$ cat src/rtl/vadd_pkg.sv
// -----------------------------------------------------------------------------
// vadd_pkg
// Shared definitions for the vector-add sequencer slice: the default BRAM
// address width, the sequencer FSM state type and a small state decode helper.
// -----------------------------------------------------------------------------
package vadd_pkg;

    // Default address width of the source and destination BRAMs.
    localparam int VADD_DEFAULT_AW = 10;

    // Sequencer phases: waiting, issuing reads, waiting for the write
    // pipeline to empty, and the single completion cycle.
    typedef enum logic [1:0] {
        IDLE  = 2'd0,
        RUN   = 2'd1,
        DRAIN = 2'd2,
        DONE  = 2'd3
    } vadd_state_t;

    // The sequencer counts as busy in every phase except IDLE.
    function automatic logic is_busy(input vadd_state_t s);
        return (s != IDLE);
    endfunction

endpackage

$ cat src/rtl/vadd_seq_dly.sv
// -----------------------------------------------------------------------------
// vadd_seq_dly
// RD_LAT-deep shift register carrying a valid flag and an address. Each read
// pushed in at the front emerges at the back exactly RD_LAT cycles later and
// becomes the matching destination write.
//
// Ports:
//   clk, rst   clock and asynchronous active-high reset
//   in_valid   a source read is issued this cycle
//   in_addr    address of that read
//   out_valid  write strobe, RD_LAT cycles after the read
//   out_addr   write address, equal to the delayed read address
//   pending    a write is still in flight and will emerge after this cycle
// -----------------------------------------------------------------------------
module vadd_seq_dly #(
    parameter int AW     = 10,
    parameter int RD_LAT = 1
) (
    input  logic          clk,
    input  logic          rst,
    input  logic          in_valid,
    input  logic [AW-1:0] in_addr,
    output logic          out_valid,
    output logic [AW-1:0] out_addr,
    output logic          pending
);

    logic [RD_LAT-1:0] vld;
    logic [AW-1:0]     addr [RD_LAT];

    // Shift the valid flag and address one stage per clock. Reset empties
    // the pipeline so no stale write can escape after an abort.
    always_ff @(posedge clk or posedge rst) begin
        if (rst) begin
            vld <= '0;
            for (int k = 0; k < RD_LAT; k++) begin
                addr[k] <= '0;
            end
        end else begin
            vld[0]  <= in_valid;
            addr[0] <= in_addr;
            for (int k = 1; k < RD_LAT; k++) begin
                vld[k]  <= vld[k-1];
                addr[k] <= addr[k-1];
            end
        end
    end

    // The last stage is the write happening now; only the earlier stages
    // still owe a write in a later cycle.
    always_comb begin
        pending = 1'b0;
        for (int k = 0; k < RD_LAT - 1; k++) begin
            pending = pending | vld[k];
        end
    end

    assign out_valid = vld[RD_LAT-1];
    assign out_addr  = addr[RD_LAT-1];

endmodule

$ cat src/rtl/vadd_sequencer.sv
// -----------------------------------------------------------------------------
// vadd_sequencer
// Walks a vector of len elements: issues one source read per unstalled cycle
// and turns every read into one destination write RD_LAT cycles later, then
// pulses done once all writes have left the pipeline.
//
// Ports:
//   clk, rst   clock and asynchronous active-high reset
//   start      request an operation (only looked at in IDLE)
//   len        element count, captured with an accepted start
//   hold       stall: no new source read while high
//   busy       high in RUN, DRAIN and DONE
//   done       one-cycle completion pulse
//   rd_en      source BRAM read enable (both operand BRAMs)
//   rd_addr    source read address
//   wr_en      destination BRAM enable
//   wr_we      destination write enable, identical to wr_en
//   wr_addr    destination write address
//   cycles     (only with VADD_SEQ_CYCCNT_EN) RUN+DRAIN cycle count of the
//              most recent operation, saturating at 16'hFFFF
//
// Build option: define VADD_SEQ_CYCCNT_EN to add the cycles output.
// -----------------------------------------------------------------------------
module vadd_sequencer
    import vadd_pkg::*;
#(
    parameter int AW     = VADD_DEFAULT_AW,
    parameter int RD_LAT = 1
) (
    input  logic          clk,
    input  logic          rst,
    input  logic          start,
    input  logic [AW-1:0] len,
    input  logic          hold,
    output logic          busy,
    output logic          done,
    output logic          rd_en,
    output logic [AW-1:0] rd_addr,
    output logic          wr_en,
    output logic          wr_we,
    output logic [AW-1:0] wr_addr
`ifdef VADD_SEQ_CYCCNT_EN
    ,
    output logic [15:0]   cycles
`endif
);

    localparam logic [AW-1:0] ONE = AW'(1);

    vadd_state_t   state;
    logic [AW-1:0] index;
    logic [AW-1:0] len_q;
    logic          last_read;
    logic          pending;

    // Reads go out in the same cycle they are decided, so the read port is
    // a pure decode of the current phase, index and stall input.
    always_comb begin
        rd_en     = (state == RUN) && !hold;
        rd_addr   = rd_en ? index : '0;
        last_read = rd_en && (index == (len_q - ONE));
    end

    // Main sequencer. A zero-length request skips straight to the completion
    // pulse. DONE always returns to IDLE, so a start seen during DONE is
    // dropped and the earliest re-acceptance is the following IDLE cycle.
    always_ff @(posedge clk or posedge rst) begin
        if (rst) begin
            state <= IDLE;
            index <= '0;
            len_q <= '0;
        end else begin
            case (state)
                IDLE: begin
                    if (start) begin
                        if (len != '0) begin
                            len_q <= len;
                            index <= '0;
                            state <= RUN;
                        end else begin
                            state <= DONE;
                        end
                    end
                end
                RUN: begin
                    if (rd_en) begin
                        index <= index + ONE;
                        if (last_read) begin
                            state <= DRAIN;
                        end
                    end
                end
                DRAIN: begin
                    if (!pending) begin
                        state <= DONE;
                    end
                end
                DONE: begin
                    state <= IDLE;
                end
                default: begin
                    state <= IDLE;
                end
            endcase
        end
    end

    assign busy = is_busy(state);
    assign done = (state == DONE);

    // Every issued read becomes a write RD_LAT cycles later, regardless of
    // any stall that happens in between.
    vadd_seq_dly #(
        .AW     (AW),
        .RD_LAT (RD_LAT)
    ) u_dly (
        .clk       (clk),
        .rst       (rst),
        .in_valid  (rd_en),
        .in_addr   (rd_addr),
        .out_valid (wr_en),
        .out_addr  (wr_addr),
        .pending   (pending)
    );

    assign wr_we = wr_en;

`ifdef VADD_SEQ_CYCCNT_EN
    // Operation length in cycles: restarts on an accepted start, counts
    // RUN and DRAIN cycles, saturates, and is left untouched from DONE on.
    always_ff @(posedge clk or posedge rst) begin
        if (rst) begin
            cycles <= 16'd0;
        end else if ((state == IDLE) && start) begin
            cycles <= 16'd0;
        end else if (((state == RUN) || (state == DRAIN)) && (cycles != 16'hFFFF)) begin
            cycles <= cycles + 16'd1;
        end
    end
`endif

endmodule

$ cat config.mk
export PLATFORM = sky130hd
export DESIGN_NAME = vadd_sequencer
export DESIGN_NICKNAME = d
export VERILOG_FILES = /design/src/rtl/vadd_pkg.sv /design/src/rtl/vadd_seq_dly.sv /design/src/rtl/vadd_sequencer.sv
export SDC_FILE = /design/constraint.sdc
export NUM_CORES = 1
export LEC_CHECK = 0
export ABC_AREA = 0
export CORE_MARGIN = 10
export CORE_UTILIZATION = 25
export CTS_CLUSTER_DIAMETER = 200
export DETAILED_ROUTE_END_ITERATION = 10
export PLACE_DENSITY = 0.47
export SYNTH_ARGS = -nofsm -noshare
export SYNTH_HDL_FRONTEND = slang
export SYNTH_SLANG_ARGS = --single-unit
export TNS_END_PERCENT = 100
$ cat constraint.sdc
create_clock -name clk -period 2.2 [get_ports clk]
set_input_delay 0.33 -clock clk [delete_from_list [all_inputs] [get_ports clk]]
set_output_delay 0.33 -clock clk [all_outputs]
set_load 0.01 [all_outputs]
==> run_1/detail.png <==
Region (2, 55) to (52, 105) um. Cells in grey, sequential cells in the stronger grey; small squares are vias.
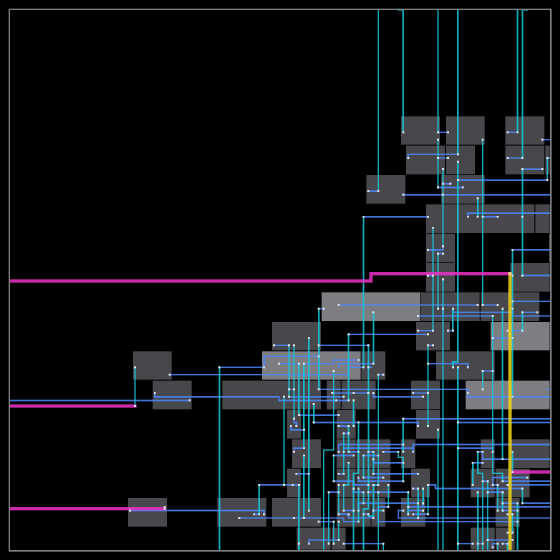
| layer | colour |
|---|---|
| metal 2 | cyan |
| metal 3 | magenta |
| metal 1 | blue |
| metal 4 | yellow |
cells with their middle in the window: 55
most frequent: clkdlybuf4s50_1 (9), buf_4 (5)
sequential cells in the window: 4
netlist names of flops here include: len_q (3), state (1)

==> run_1/clocks.png <==
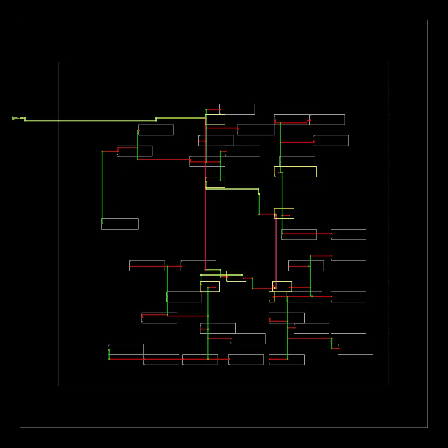
clock latency of the later-clocked register in the worst-skew pair: 280 ps
total CTS buffers: 5
clock sink total: 33

==> run_1/flops_by_reg.png <==
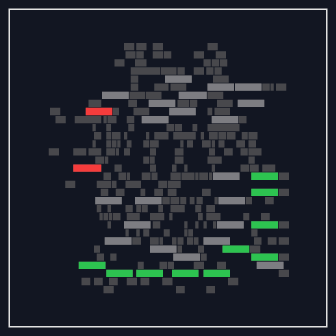
| netlist name | colour | flops |
|---|---|---|
| state | red | 2 |
| u_dly.out_addr | green | 10 |
Seq group: 0.950 mW
share of cell area taken by flip-flops and latches: 31.0%

==> Flow_metrics.wiki, run 1 <==
== Implementation results ==
{| class="wikitable"
! Metric !! Value
|-
| GP Congestion || just over 0.8
|-
| Synthesized netlist net count || slightly below 200
|-
| Least-Margin Pin Slew || about 430 ps
|-
| Vias || approximately 1.5k
|-
| Die Area || around 0.011 mm2
|-
| Std cell rows || 31
|-
| Yosys top cell by area || dfrtp_1
|-
| Final tally of hold violations || 0
|-
| Post-detailed-placement cell area || between 0.002 and 0.0025 mm2
|-
| Area Growth Syn to Fin || 43.9%
|-
| Antenna diode count || 0
|-
| Violation count after the first detailed-routing iteration || approximately 60
|-
| Wire length of the first global-routing pass || 8.00 mm
|-
| Final Max Slew Viols || 0
|-
| Data arrival, critical path || 2270 ps
|-
| Outcome || complete, no violations
|-
| Number of iterations in the first detailed-routing pass || 4
|-
| Average detailed-routed wire length per instance || ~14 um
|-
| MI comb area || roughly 0.0010 mm2
|-
| H-tree levels || 2
|-
| Detailed Route WL || approximately 4.8 mm
|-
| Ranking of synthesized cells by area || dfrtp_1 (44%), mux2_4 (7.3%), xnor2_1 (4.7%)
|-
| CTS clock-pin slew for the worst setup and hold paths || about 70 ps
|-
| Flip-flop cell with the highest count after synthesis || dfrtp_1
|-
| Number of warnings issued by yosys || 0
|-
| Setup TNS || 0 ps
|-
| Placeable core region || around 0.0073 mm2
|-
| Max-cap viol count || 0
|-
| Number of OpenROAD warnings || 29
|-
| Most common cell in the netlist || dfrtp_1
|-
| Register cell area after layout || between 800 and 900 um2
|-
| Pwr per Cell Area || 1050 mW/mm2
|-
| Fill cells || between 700 and 800
|-
| P_leak || 1.24 nW
|-
| Flip-flops with a built-in enable || 0
|-
| Startpoint-to-endpoint class of the critical path || in -> reg
|-
| Number of nets at the end of the flow || ~260
|-
| Synth top area share || between 40 and 50%
|-
| Sum of net half-perimeters after detailed placement || between 3 and 4 mm
|-
| Mapped Avg Cell Area || ~11 um2
|-
| Post-synthesis async set-or-reset flop share || 100%
|-
| Post-Route Hold Slack || approximately 450 ps
|-
| Top cell types by occurrence after synthesis || dfrtp_1 (33), nor2_1 (12), nand2_1 (11)
|-
| Gate count of the mapped netlist || ~170
|-
| Count of state elements after synthesis || 33
|-
| Remaining routing DRC violations || 0
|-
| Period utilization || 95.6%
|-
| Maximum number of pins on one net before global-route repair || 34
|-
| Vias in the first global route || ~1.5k
|-
| Count of instantiated cells in the yosys netlist || 174
|-
| Detail Route Antenna Nets || 0
|-
| Worst-case vdd ir drop || 310 uV
|-
| Overall die height || 106 um
|-
| Number of buffers between clock root and the deepest sink || 2
|-
| Horizontal extent of the die || about 110 um
|-
| Critical path fanouts, max || 12
|-
| Count of buffers inserted at the top-level ports || 38
|-
| Final cell utilization of the core || between 30% and 40%
|}
[run 1: layout by cell type (no fill, tap or decap), types with 8 or more instances in the layout]
cell type,netlist,routed
dfrtp_1,33,31
clkdlybuf4s50_1,0,27
buf_4,1,26
nor2_1,12,11
nand2_1,11,11
xnor2_1,10,10
and2_1,10,10
dlygate4sd2_1,0,10
mux2_4,9,9
inv_1,8,8
[run 1: cell families (layout without fill, tap and decap cells)]
group                      Yosys count  count (layout)  synth area share [%]
DFF                                 33              33                  44.5
and+or+nand+nor                     73              73                  22.6
adders and majority gates            6               6                  4.04
buffers and inverters               12              80                  3.57
muxes                               10              10                  7.88
xor gates and xnor gates            15              15                  7.08
AOI/OAI and AO/OA                   25              25                  10.3
[run 1: routing by layer]
metal | part of all wire (%) | wire length [um] | track usage, % | vias to the layer above
met4 | 1.2 | 58 | 2.90 | 0
met2 | 47 | 2240 | 14.2 | 23
met1 | 47 | 2240 | 11.3 | 708
li1 | - | - | - | 754
met5 | 0 | 0 | 0 | -
met3 | 4.3 | 204 | 2.84 | 4
[run 1: worst max-delay path, cell delays in order]
cell and delay [ps]:
clkdlybuf4s50_1 420, or4_4 550, o41ai_4 310, or2_4 310, mux2_2 360
[run 1: state kept, by name, indices dropped and copies added, names as in the netlist]
signal           count
len_q               10
index               10
u_dly.out_valid      1
state                2
u_dly.out_addr      10
[run 1: final timing paths]
| check | cells past startpoint | from | endpoint | slack [ps] |
|---|---|---|---|---|
| max | 5 | len[2] | len_q[6] | 100 |
| max in group asynchronous | 3 | rst | state[0] | 1420 |
| min in group clk | 1 | len_q[9] | len_q[9] | 560 |
| max reg2reg | 6 | len_q[1] | state[0] | 110 |
| min reg2reg | 1 | len_q[9] | len_q[9] | 560 |
| min | 3 | rst | len_q[5] | 450 |
[run 1: layout make-up]
| cell class | instances | area share, % |
|---|---|---|
| clock inverters | 1 | 1.12 |
| multi-input cells | 129 | 37.7 |
| well taps | 99 | 4.64 |
| clock buffers | 7 | 3.23 |
| flip-flops and latches | 33 | 31.0 |
| inverters | 8 | 1.12 |
| repair buffers | 64 | 21.2 |
[run 1: metrics by stage]
| step | cells | setup slack [ps] | power [mW] |
|---|---|---|---|
| 2_1_floorplan | 174 | 251 | 1.74 |
| 3_3_place_gp | 330 | -186 | 2.16 |
| 5_1_grt | 341 | 13.3 | 3.03 |
| 6_report | 341 | 96.0 | 2.81 |
| 3_5_place_dp | 330 | -206 | 2.16 |
| 4_1_cts | 341 | 13.3 | 2.81 |
[run 1: power by group]
part	switching, mW	internal, mW
logic	0.581	0.693
registers	0.200	0.750
clock network	0.219	0.369
total	1.00	1.81
[run 1: timing repair]
action                     4_1_cts  5_1_grt
pin swaps                        0        0
hold buffers                     0        0
setup endpoints to repair       11       11
gates cloned                     1        0
buffers inserted                 2        0
resized                         17        6
==> run 2: changes to the inputs <==
--- a/config.mk
+++ b/config.mk
@@ -11,6 +11,7 @@
 export CTS_CLUSTER_DIAMETER = 200
 export DETAILED_ROUTE_END_ITERATION = 10
 export PLACE_DENSITY = 0.47
+export SKIP_CTS_REPAIR_TIMING = 1
 export SYNTH_ARGS = -nofsm -noshare
 export SYNTH_HDL_FRONTEND = slang
 export SYNTH_SLANG_ARGS = --single-unit
==> run_2/flops_by_reg.png <==
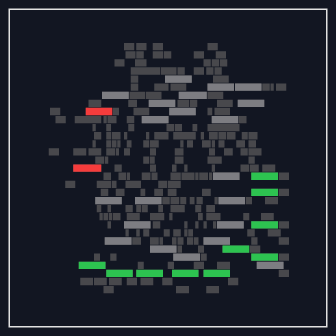
| netlist name | colour | flops |
|---|---|---|
| state | red | 2 |
| u_dly.out_addr | green | 10 |
not coloured: 21

==> run 2 against run 1 <==
Register-to-register slack barely moved. Global-route usage fell by 0.19 points. Routed wire length rose by 0.15%. Worst hold slack got worse by 0.51 ps. Via count rose by 0.40%. Critical path type unchanged. Largest power group unchanged.
==> Flow_metrics.wiki, run 2 <==
== Implementation results ==
{| class="wikitable"
! Metric !! Value
|-
| Outcome || complete, no violations
|-
| Flip-flops with a built-in enable || 0
|-
| Mapped Avg Cell Area || roughly 11 um2
|-
| Average detailed-routed wire length per instance || around 14 um
|-
| CTS clock-pin slew for the worst setup and hold paths || ~70 ps
|-
| Clock sink total || 33
|-
| Setup slack after layout || 94.6 ps
|-
| Worst-case vdd ir drop || 310 uV
|-
| Wire length of the first global-routing pass || between 7 and 8 mm
|-
| Count of state elements after synthesis || 33
|-
| Antenna diode count || 0
|-
| H-tree levels || 2
|-
| Cell count after placement || approximately 330
|-
| Flip-flop cell with the highest count after synthesis || dfrtp_1
|-
| Pwr per Cell Area || approximately 1000 mW/mm2
|-
| Clock latency of the later-clocked register in the worst-skew pair || about 280 ps
|-
| Top cell types by occurrence after synthesis || dfrtp_1 (33), nor2_1 (12), nand2_1 (11)
|-
| Critical path fanouts, max || 12
|-
| Least-Margin Pin Slew || 431 ps
|-
| Remaining routing DRC violations || 0
|-
| Dpl ws || -206 ps
|-
| Overall power of the completed layout || about 2.8 mW
|-
| Data arrival, critical path || between 2000 and 2500 ps
|-
| P_leak || 1.37 nW
|-
| Switching portion of total power || roughly 36%
|-
| Die Area || between 0.01 and 0.015 mm2
|-
| Period utilization || between 90 and 100%
|-
| Cell-internal power || between 1.5 and 2 mW
|-
| Post-synthesis async set-or-reset flop share || 100%
|-
| Number of buffers between clock root and the deepest sink || 2
|-
| Logic pwr share || a little under half
|-
| Clock group share of total power || between 20% and 30%
|-
| Startpoint-to-endpoint class of the critical path || in -> reg
|-
| Most frequently placed logic cell in the final layout || dfrtp_1
|-
| Final tally of hold violations || 0
|-
| Worst Reg2Reg Path Length in Cells || 6
|-
| Ranking of synthesized cells by area || dfrtp_1 (44%), mux2_4 (7.3%), xnor2_1 (4.7%)
|-
| Final Max Slew Viols || 0
|-
| Overall die height || around 110 um
|-
| Detail Route Antenna Nets || 0
|-
| Reg2reg end || state[0]
|}
==> run_2/power_grid.png <==
Pins as bars on the die edge.
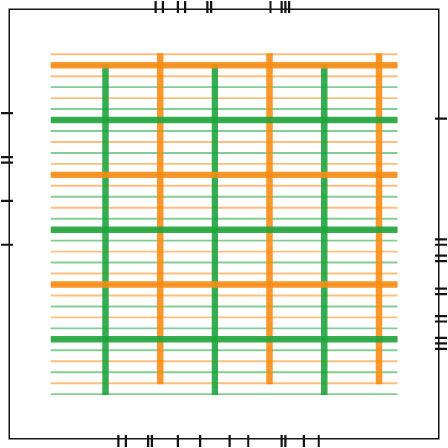
| net | colour |
|---|---|
| VSS | green |
| VDD | orange |
signal pins: 39
met4 straps: 6

[run 2: cell counts after synthesis]
Identical to the previous run, type by type.
[run 2: per-layer routing]
layer  up-vias  share of wire (%)  global-route usage (%)
li1        751                  -                       -
met1       713                 47                    11.0
met2        27                 47                    13.9
met3         4                4.9                    2.90
met4         0                1.2                    2.90
met5         -                  0                       0
[run 2: logic make-up (layout without fill, tap and decap cells)]
logic type,after synthesis,count (layout),synth area share [%]
flip-flops,33,33,44.5
AND-OR/OR-AND,25,25,10.3
AND/OR/NAND/NOR,73,73,22.6
adder cells (fa/ha/maj),6,6,4.04
multiplexers,10,10,7.88
XOR/XNOR,15,15,7.08
buffers and inverters,12,79,3.57
[run 2: area by class of cell]
class,instances,area (um2)
Tap cell,99,124
Timing Repair Buffer,63,596
Multi-Input combinational cell,129,1010
Fill cell,767,4550
Clock buffer,7,86.3
Clock inverter,1,30.0
Sequential cell,33,828
Inverter,8,30.0
[run 2: critical path: stages]
cell and delay, ps:
clkdlybuf4s50_1 420, or4_4 550, o41ai_4 310, or2_4 310, mux2_2 360
[run 2: power by group through the flow]
| stage | Combinational, mW | Sequential [mW] | Clock, mW |
|---|---|---|---|
| after floorplan | 0.833 | 0.904 | 0 |
| after detailed placement | 1.22 | 0.943 | 0 |
| after CTS | 1.23 | 0.932 | 0.611 |
| after global placement | 1.22 | 0.942 | 0 |
| final | 1.27 | 0.951 | 0.590 |
| after global routing | 1.41 | 0.980 | 0.639 |
[run 2: worst max-delay path by stage]
| stage | cells past startpoint | end | from | slack [ps] |
|---|---|---|---|---|
| 4_1_cts | 6 | rd_addr[2] | state[1] | -270 |
| 2_1_floorplan | 5 | len_q[0] | len[2] | 250 |
| 3_5_place_dp | 5 | len_q[6] | len[2] | -210 |
| 5_1_grt | 6 | state[0] | len_q[1] | 10 |
| 3_3_place_gp | 5 | len_q[6] | len[2] | -190 |
| 6_report | 5 | len_q[6] | len[2] | 90 |
No activity file was given, so power comes from the tool's default toggle rates.
